### src/rtl/ha_array_reducer.sv
// rtl/ha_array_reducer.sv - shift-accumulate reducer for the 8x8 HA-array multiplier rows
// Optional build macro: HA_REDUCE_SKIPZERO_EN (stop accumulating after the highest non-zero row)
module ha_array_reducer #(
   parameter int ROWS  = 4,
   parameter int OUT_W = 16
) (
   input  logic             clk,
   input  logic             rst,
   input  logic             in_valid,
   output logic             in_ready,
   input  logic [6:0]       ha_array_0_b,
   input  logic [6:0]       ha_array_1_b,
   input  logic [6:0]       ha_array_2_b,
   input  logic [6:0]       ha_array_3_b,
   input  logic [8:0]       ha_array_0_t,
   input  logic [8:0]       ha_array_1_t,
   input  logic [8:0]       ha_array_2_t,
   input  logic [8:0]       ha_array_3_t,
   output logic             out_valid,
   input  logic             out_ready,
   output logic [OUT_W-1:0] product,
   output logic             ovf,
   output logic             busy
);

   localparam int ACC_W = OUT_W + 1;
   localparam int IDX_W = $clog2(ROWS);
   localparam int ROW_W = 10;

   typedef enum logic [1:0] {IDLE, ACC, DONE} state_t;

   state_t           state;
   logic [ACC_W-1:0] acc;
   logic [IDX_W-1:0] idx;
   logic [IDX_W-1:0] last_idx;
   logic [6:0]       in_b [ROWS];
   logic [8:0]       in_t [ROWS];
   logic [6:0]       b_q  [ROWS];
   logic [8:0]       t_q  [ROWS];
   logic [ROW_W-1:0] row_val;
   logic [ACC_W-1:0] row_term;

   assign in_b[0] = ha_array_0_b;
   assign in_b[1] = ha_array_1_b;
   assign in_b[2] = ha_array_2_b;
   assign in_b[3] = ha_array_3_b;
   assign in_t[0] = ha_array_0_t;
   assign in_t[1] = ha_array_1_t;
   assign in_t[2] = ha_array_2_t;
   assign in_t[3] = ha_array_3_t;

   // handshake readiness and activity follow the state register alone
   assign in_ready = (state == IDLE);
   assign busy     = (state != IDLE);

`ifdef HA_REDUCE_SKIPZERO_EN
   logic [IDX_W-1:0] top_row;

   // highest row index carrying any set bit; an all-zero bundle still runs row 0
   always_comb begin
      top_row = '0;
      for (int i = 0; i < ROWS; i++) begin
         if (in_b[i] != '0 || in_t[i] != '0) top_row = IDX_W'(i);
      end
   end

   // remember where accumulation may stop for the bundle being accepted
   always_ff @(posedge clk) begin
      if (rst) last_idx <= '0;
      else if (state == IDLE && in_valid) last_idx <= top_row;
   end
`else
   assign last_idx = IDX_W'(ROWS - 1);
`endif

   // current row value R = t + (b << 2), placed at weight 4^idx
   always_comb begin
      row_val  = {1'b0, t_q[idx]} + {1'b0, b_q[idx], 2'b00};
      row_term = {{(ACC_W - ROW_W){1'b0}}, row_val} << {idx, 1'b0};
   end

   // capture the row bundle on the accepting handshake only
   always_ff @(posedge clk) begin
      if (state == IDLE && in_valid) begin
         for (int i = 0; i < ROWS; i++) begin
            b_q[i] <= in_b[i];
            t_q[i] <= in_t[i];
         end
      end
   end

   // control FSM: accept, accumulate one row per cycle, present registered result
   always_ff @(posedge clk) begin
      if (rst) begin
         state     <= IDLE;
         acc       <= '0;
         idx       <= '0;
         out_valid <= 1'b0;
         product   <= '0;
         ovf       <= 1'b0;
      end else begin
         case (state)
            IDLE: begin
               if (in_valid) begin
                  acc   <= '0;
                  idx   <= '0;
                  state <= ACC;
               end
            end
            ACC: begin
               acc <= acc + row_term;
               idx <= idx + 1'b1;
               if (idx == last_idx) state <= DONE;
            end
            DONE: begin
               if (!out_valid) begin
                  out_valid <= 1'b1;
                  product   <= acc[OUT_W-1:0];
                  ovf       <= acc[OUT_W];
               end else if (out_ready) begin
                  out_valid <= 1'b0;
                  product   <= '0;
                  ovf       <= 1'b0;
                  state     <= IDLE;
               end
            end
            default: state <= IDLE;
         endcase
      end
   end

endmodule

### config.mk
export PLATFORM = sky130hd
export DESIGN_NAME = ha_array_reducer
export DESIGN_NICKNAME = d
export VERILOG_FILES = /design/src/rtl/ha_array_reducer.sv
export SDC_FILE = /design/constraint.sdc
export NUM_CORES = 1
export LEC_CHECK = 0
export ABC_CLOCK_PERIOD_IN_PS = 14400
export CELL_PAD_IN_SITES_DETAIL_PLACEMENT = 0
export CELL_PAD_IN_SITES_GLOBAL_PLACEMENT = 1
export CORE_UTILIZATION = 30
export DETAILED_ROUTE_END_ITERATION = 10
export PLACE_DENSITY_LB_ADDON = 0.1
export SYNTH_ARGS = -nofsm -noshare
export SYNTH_HDL_FRONTEND = slang
export SYNTH_SLANG_ARGS = --single-unit
### constraint.sdc
create_clock -name clk -period 14.4 [get_ports clk]
set_input_delay 2.88 -clock clk [delete_from_list [all_inputs] [get_ports clk]]
set_output_delay 2.88 -clock clk [all_outputs]
set_load 0.05 [all_outputs]
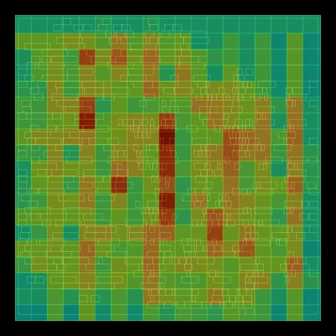
Figure 1: run 1, routing congestion.
WL per Instance: 15.0 µm
global router's overall resource usage: 13.5%

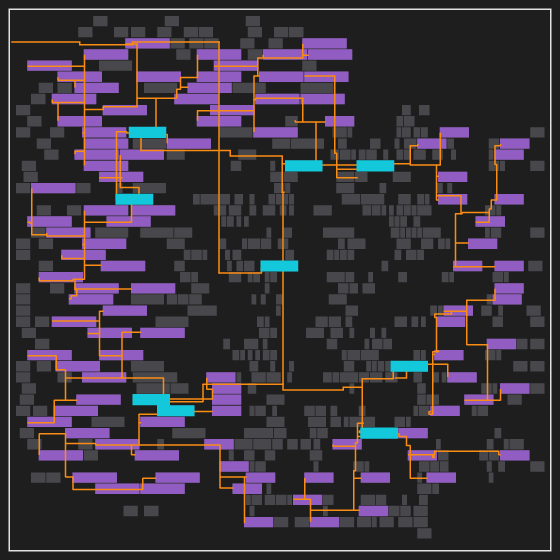
Figure 2: run 1, clock distribution.
clock drivers: shown in cyan, count 9. clock wires: shown in orange, length 1,360 µm. flip-flops: shown in purple, count 105.
Position of the flops: all over the die. There are 10 routed clock nets.
power in the clock group: 0.249 mW
share of total power in the clock network: 32.9%
Worst-Skew Late Latency: 0.35 ns
clock skew after layout: 0.00970 ns

==> Flow_metrics.wiki, run 1 <==
== Implementation results ==
{| class="wikitable"
! Metric !! Value
|-
| X dimension of the die || 132 µm
|-
| Worst max-slew margin expressed relative to the limit || 26.2%
|-
| Launching element type of the critical path || register
|-
| Metal1 wirelength || 5.24 mm
|-
| Fraction of the mapped netlist area in simple logic gates || 10.5%
|-
| Tally of buffers added on design ports || 87
|-
| Fill cell count || 1,564
|-
| Main combinational cell family by area after synthesis || AND-OR/OR-AND gates
|-
| Sequential group share of total power || 45.9%
|-
| Total sequential power || 0.348 mW
|-
| CTS Buffer Depth || 2
|-
| Met2 Resource Use GR || 22.1%
|-
| Most instantiated logic cells after routing || 87 x sky130_fd_sc_hd__clkdlybuf4s50_1, 64 x sky130_fd_sc_hd__edfxtp_1, 50 x sky130_fd_sc_hd__nor2_1, 41 x sky130_fd_sc_hd__dfxtp_1, 37 x sky130_fd_sc_hd__nand2_1
|-
| Capture point of the critical path || acc[16]
|-
| Synth Area per Inst || 11.7 µm²
|-
| Met1 Resource Use GR || 17.7%
|-
| Fraction of synthesized cell area in xor and xnor cells || 2.08%
|-
| Cell at the root of the clock tree || sky130_fd_sc_hd__clkbuf_16
|-
| Asr flop ratio synth || 0%
|-
| Slowest Stage Delay on Critical Path || 1.05 ns
|-
| Kind of end point of the critical path || register
|-
| Family with the most delay on the worst path || AND-OR/OR-AND gates
|-
| Area used by multi-input combinational logic || 2210 µm²
|-
| Number of core rows || 47
|-
| PnR Total Power || 0.758 mW
|-
| Cells along the critical path || mux4_2, ha_1, a211oi_1, nor2_1, o31ai_2, o2bb2ai_1, nor2_1, a221o_1, ha_1, a21oi_4, o22ai_1, or4b_1, o21ai_0, a31oi_1, o31ai_1
|-
| Pint || 0.549 mW
|-
| Hold Crit Class || reg2reg
|-
| Final period demand of the worst path || 5.34 ns
|-
| Critical path type || reg2reg
|-
| Yosys chip area || 5060 µm²
|-
| Wire length on met3 || 443 µm
|-
| Data required time of the worst path || 14.66 ns
|-
| Post-placement cell count || 724
|-
| Count of library flops with an enable pin || 64
|-
| Maximum number of pins on one net before global-route repair || 65
|-
| Core outline area || 16,500 µm²
|-
| Final Setup Violations || 0
|-
| Outcome || completed
|-
| Startpoint of the most critical hold path || acc[16]
|-
| Antenna Nets Post-Route || 0
|-
| Placed inst area || 6160 µm²
|-
| DRC marker count from the first detailed-route iteration || 167
|-
| Synthesized cell area || 5060 µm²
|-
| Total via count in the routed design || 3,568
|-
| Compound Share, Synth || 16.3%
|-
| Total number of warnings across the stage logs || 26
|}
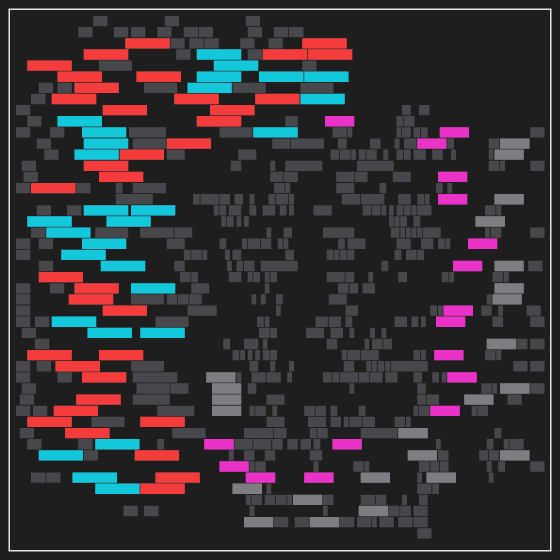
Figure 3: run 1, register map, names as in the netlist.
acc: shown in magenta, sequential cells 17. t_q: shown in red, sequential cells 36. b_q: shown in cyan, sequential cells 28.
Another 24 sequential cells are not coloured.

==> run 1: layout make-up <==
cell class                      count  area share [%]
Clock buffer                        9            3.49
Inverter                            9           0.523
Clock inverter                      7            1.16
Tap cell                          220            4.26
Multi-Input combinational cell    300            34.3
Sequential cell                   105            42.5
Timing Repair Buffer               90            13.8
==> run 1: synthesized netlist by cell type (5+ instances only) <==
library cell	n	area [µm²]
sky130_fd_sc_hd__edfxtp_1	64	1920
sky130_fd_sc_hd__nor2_1	50	188
sky130_fd_sc_hd__dfxtp_1	41	821
sky130_fd_sc_hd__nand2_1	37	139
sky130_fd_sc_hd__o21ai_0	28	140
sky130_fd_sc_hd__ha_1	24	300
sky130_fd_sc_hd__a22oi_1	22	165
sky130_fd_sc_hd__a21oi_1	20	100
sky130_fd_sc_hd__clkbuf_1	16	60.1
sky130_fd_sc_hd__mux4_2	16	360
sky130_fd_sc_hd__a211oi_1	9	67.6
sky130_fd_sc_hd__inv_1	8	30.0
sky130_fd_sc_hd__o21a_1	7	52.6
sky130_fd_sc_hd__xor2_1	7	61.3
sky130_fd_sc_hd__a21o_1	5	37.5
sky130_fd_sc_hd__and2_1	5	31.3
sky130_fd_sc_hd__mux2i_1	5	50.1
sky130_fd_sc_hd__nor2b_1	5	31.3
sky130_fd_sc_hd__xnor2_1	5	43.8
==> run 1: flip-flops by register name, summed over array words and instances, names as in the netlist, named ones only <==
| register | count |
|---|---|
| acc | 17 |
| b_q | 28 |
| idx | 2 |
| out_valid | 1 |
| ovf | 1 |
| product | 16 |
| state | 2 |
| t_q | 36 |
==> run 2, diff against run 1 <==
ABC_CLOCK_PERIOD_IN_PS = 5100   (was 14400)
clock period = 5.1 ns   (was 14.4 ns; I/O delays follow)
==> run 2 against run 1 <==
Combinational power increased to 2.9 times the previous value; clock-buffer cell count unchanged; clock power increased to 2.7 times the previous value; critical path depth increased by 1; synthesized cell count unchanged; sequential share of layout area decreased by 0.16 points.
==> Flow_metrics.wiki, run 2 <==
== Implementation results ==
{| class="wikitable"
! Metric !! Value
|-
| Launching element type of the critical path || register (unchanged)
|-
| Top flop regs || t_q: 36 flops, b_q: 28 flops, acc: 17 flops (unchanged)
|-
| Largest register FFs || 36 (unchanged)
|-
| Outcome || completed (unchanged)
|-
| Proportion of netlist area held by the largest area contributor || 38.0% (unchanged)
|-
| Total number of warnings across the stage logs || 26 (unchanged)
|-
| Yosys chip area || 5060 µm² (unchanged)
|-
| Total via count in the routed design || 3,582 (was 3,568)
|-
| Reg with most FFs || t_q (unchanged)
|-
| Asr flop ratio synth || 0% (unchanged)
|-
| Fraction of the mapped netlist area in simple logic gates || 10.5% (unchanged)
|-
| DRC marker count from the first detailed-route iteration || 149 (was 167)
|-
| Worst max-slew margin expressed relative to the limit || 34.7% (was 26.2%)
|-
| PnR Total Power || 2.12 mW (was 0.758 mW)
|-
| CTS Buffer Depth || 2 (unchanged)
|-
| Core outline area || 16,500 µm² (unchanged)
|-
| Cell at the root of the clock tree || sky130_fd_sc_hd__clkbuf_16 (unchanged)
|-
| Most frequently used cell type in the post-synthesis netlist || sky130_fd_sc_hd__edfxtp_1 (unchanged)
|-
| WL per Instance || 15.8 µm (was 15.0 µm)
|-
| Dominant cells by area after synthesis || sky130_fd_sc_hd__edfxtp_1 38%, sky130_fd_sc_hd__dfxtp_1 16%, sky130_fd_sc_hd__mux4_2 7.1%, sky130_fd_sc_hd__ha_1 5.9%, sky130_fd_sc_hd__nor2_1 3.7% (unchanged)
|-
| Post-placement cell count || 729 (was 724)
|-
| Main combinational cell family by area after synthesis || AND-OR/OR-AND gates (unchanged)
|-
| Clock skew after layout || 0.00852 ns (was 0.00970 ns)
|-
| Kind of end point of the critical path || register (unchanged)
|-
| Synth Area per Inst || 11.7 µm² (unchanged)
|-
| Family with the most delay on the worst path || AND-OR/OR-AND gates (unchanged)
|-
| Area used by multi-input combinational logic || 2210 µm² (unchanged)
|-
| Pint || 1.51 mW (was 0.549 mW)
|-
| Antenna Nets Post-Route || 0 (unchanged)
|-
| Cells along the critical path || buf_4, mux4_2, ha_1, a211oi_1, nor2_1, o31ai_2, o2bb2ai_1, nor2_1, a221o_1, ha_1, a21oi_4, o22ai_1, or4b_1, o21ai_0, a31oi_1, o31ai_1 (was mux4_2, ha_1, a211oi_1, nor2_1, o31ai_2, o2bb2ai_1, nor2_1, a221o_1, ha_1, a21oi_4, o22ai_1, or4b_1, o21ai_0, a31oi_1, o31ai_1)
|-
| Maximum number of pins on one net before global-route repair || 38 (was 65)
|-
| Fraction of synthesized cell area in xor and xnor cells || 2.08% (unchanged)
|-
| Final period demand of the worst path || 4.65 ns (was 5.34 ns)
|-
| Fill cell count || 1,604 (was 1,564)
|-
| Compound Share, Synth || 16.3% (unchanged)
|-
| Final Setup Violations || 0 (unchanged)
|-
| Number of core rows || 47 (unchanged)
|-
| Data required time of the worst path || 5.37 ns (was 14.66 ns)
|-
| Most instantiated logic cells after routing || 87 x sky130_fd_sc_hd__clkdlybuf4s50_1, 64 x sky130_fd_sc_hd__edfxtp_1, 50 x sky130_fd_sc_hd__nor2_1, 41 x sky130_fd_sc_hd__dfxtp_1, 37 x sky130_fd_sc_hd__nand2_1 (unchanged)
|-
| Hold Crit Class || reg2reg (unchanged)
|-
| Sequential group share of total power || 46.0% (was 45.9%)
|}
## run 2: cell counts after synthesis
No cell type changed its count.
## run 2: area by class of cell
class                           instances  area share [%]
Sequential cell                       105            42.3
Clock buffer                            9            3.47
Inverter                                9           0.521
Clock inverter                          7           0.946
Multi-Input combinational cell        300            34.1
Timing Repair Buffer                   95            14.4
Tap cell                              220            4.25
## run 2: routing by layer
| layer | vias to the layer above | part of all wire (%) | track usage (%) |
|---|---|---|---|
| li1 | 1811 | - | - |
| met1 | 1690 | 49 | 19.2 |
| met2 | 74 | 47 | 22.8 |
| met3 | 7 | 3.2 | 3.04 |
| met4 | 0 | 0.99 | 4.07 |
| met5 | - | 0 | 0 |
## run 2: final timing paths
check	start	depth (start not counted)	endpoint
worst min-delay path	state[1]	1	state[0]
worst min register to register	state[1]	1	state[0]
worst max register to register	register	16	acc[16]
worst max-delay path	register	16	acc[16]
## run 2: cells by family (layout without fill, tap and decap cells)
kind of cell	count (synthesis)	count (layout)
AOI/OAI and AO/OA	121	121
and+or+nand+nor	120	120
DFF	105	105
buffers and inverters	28	120
adders and majority gates	26	26
muxes	21	21
xor gates and xnor gates	12	12
## run 2: stage by stage
step / hold WS [ns] / instance area, µm² / util (%) / worst slack, ns
after floorplan: 0.447 / 5060 / - / 0.422
after global placement: 0.480 / 6200 / 37.5 / 0.528
after detailed placement: 0.486 / 6200 / 37.5 / 0.453
after CTS: 0.498 / 6480 / 39.2 / 0.431
after global routing: 0.517 / 6480 / 39.2 / 0.0954
final: 0.490 / 6480 / 39.2 / 0.453
## run 2: power groups by stage
stage                     Combinational [mW]  Sequential, mW  Clock, mW
after floorplan                        0.331           0.984          0
after global placement                 0.469           0.997          0
after detailed placement               0.473           0.997          0
after CTS                              0.476           0.977      0.703
after global routing                   0.525           0.981      0.738
final                                  0.469           0.976      0.676
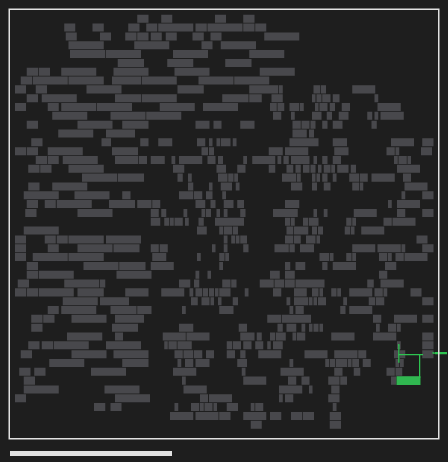
Figure 4: run 2, port wiring.
The bar under the picture is 50 µm long.
out_valid: shown in green, bits 1, direction output, edge east, end cells 1, buffers 1, wire 20.9 µm.
number of ports placed on the die boundary: 88
tally of buffers added on design ports: 87

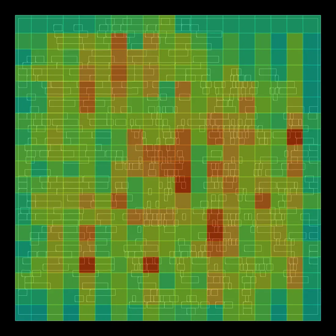
Figure 5: run 2, routing congestion.
Post-Route Utilization: 39.2%
grt met3 use: 3.04%
global routing's busiest layer: met2

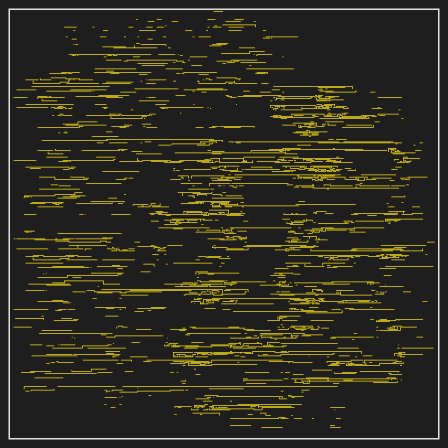
Figure 6: run 2, the metal 1 layer.
The wires run mostly horizontal. The layer carries 5,720 µm of wire. 554 nets have wire on it.

Power and IR drop assume default switching activity.
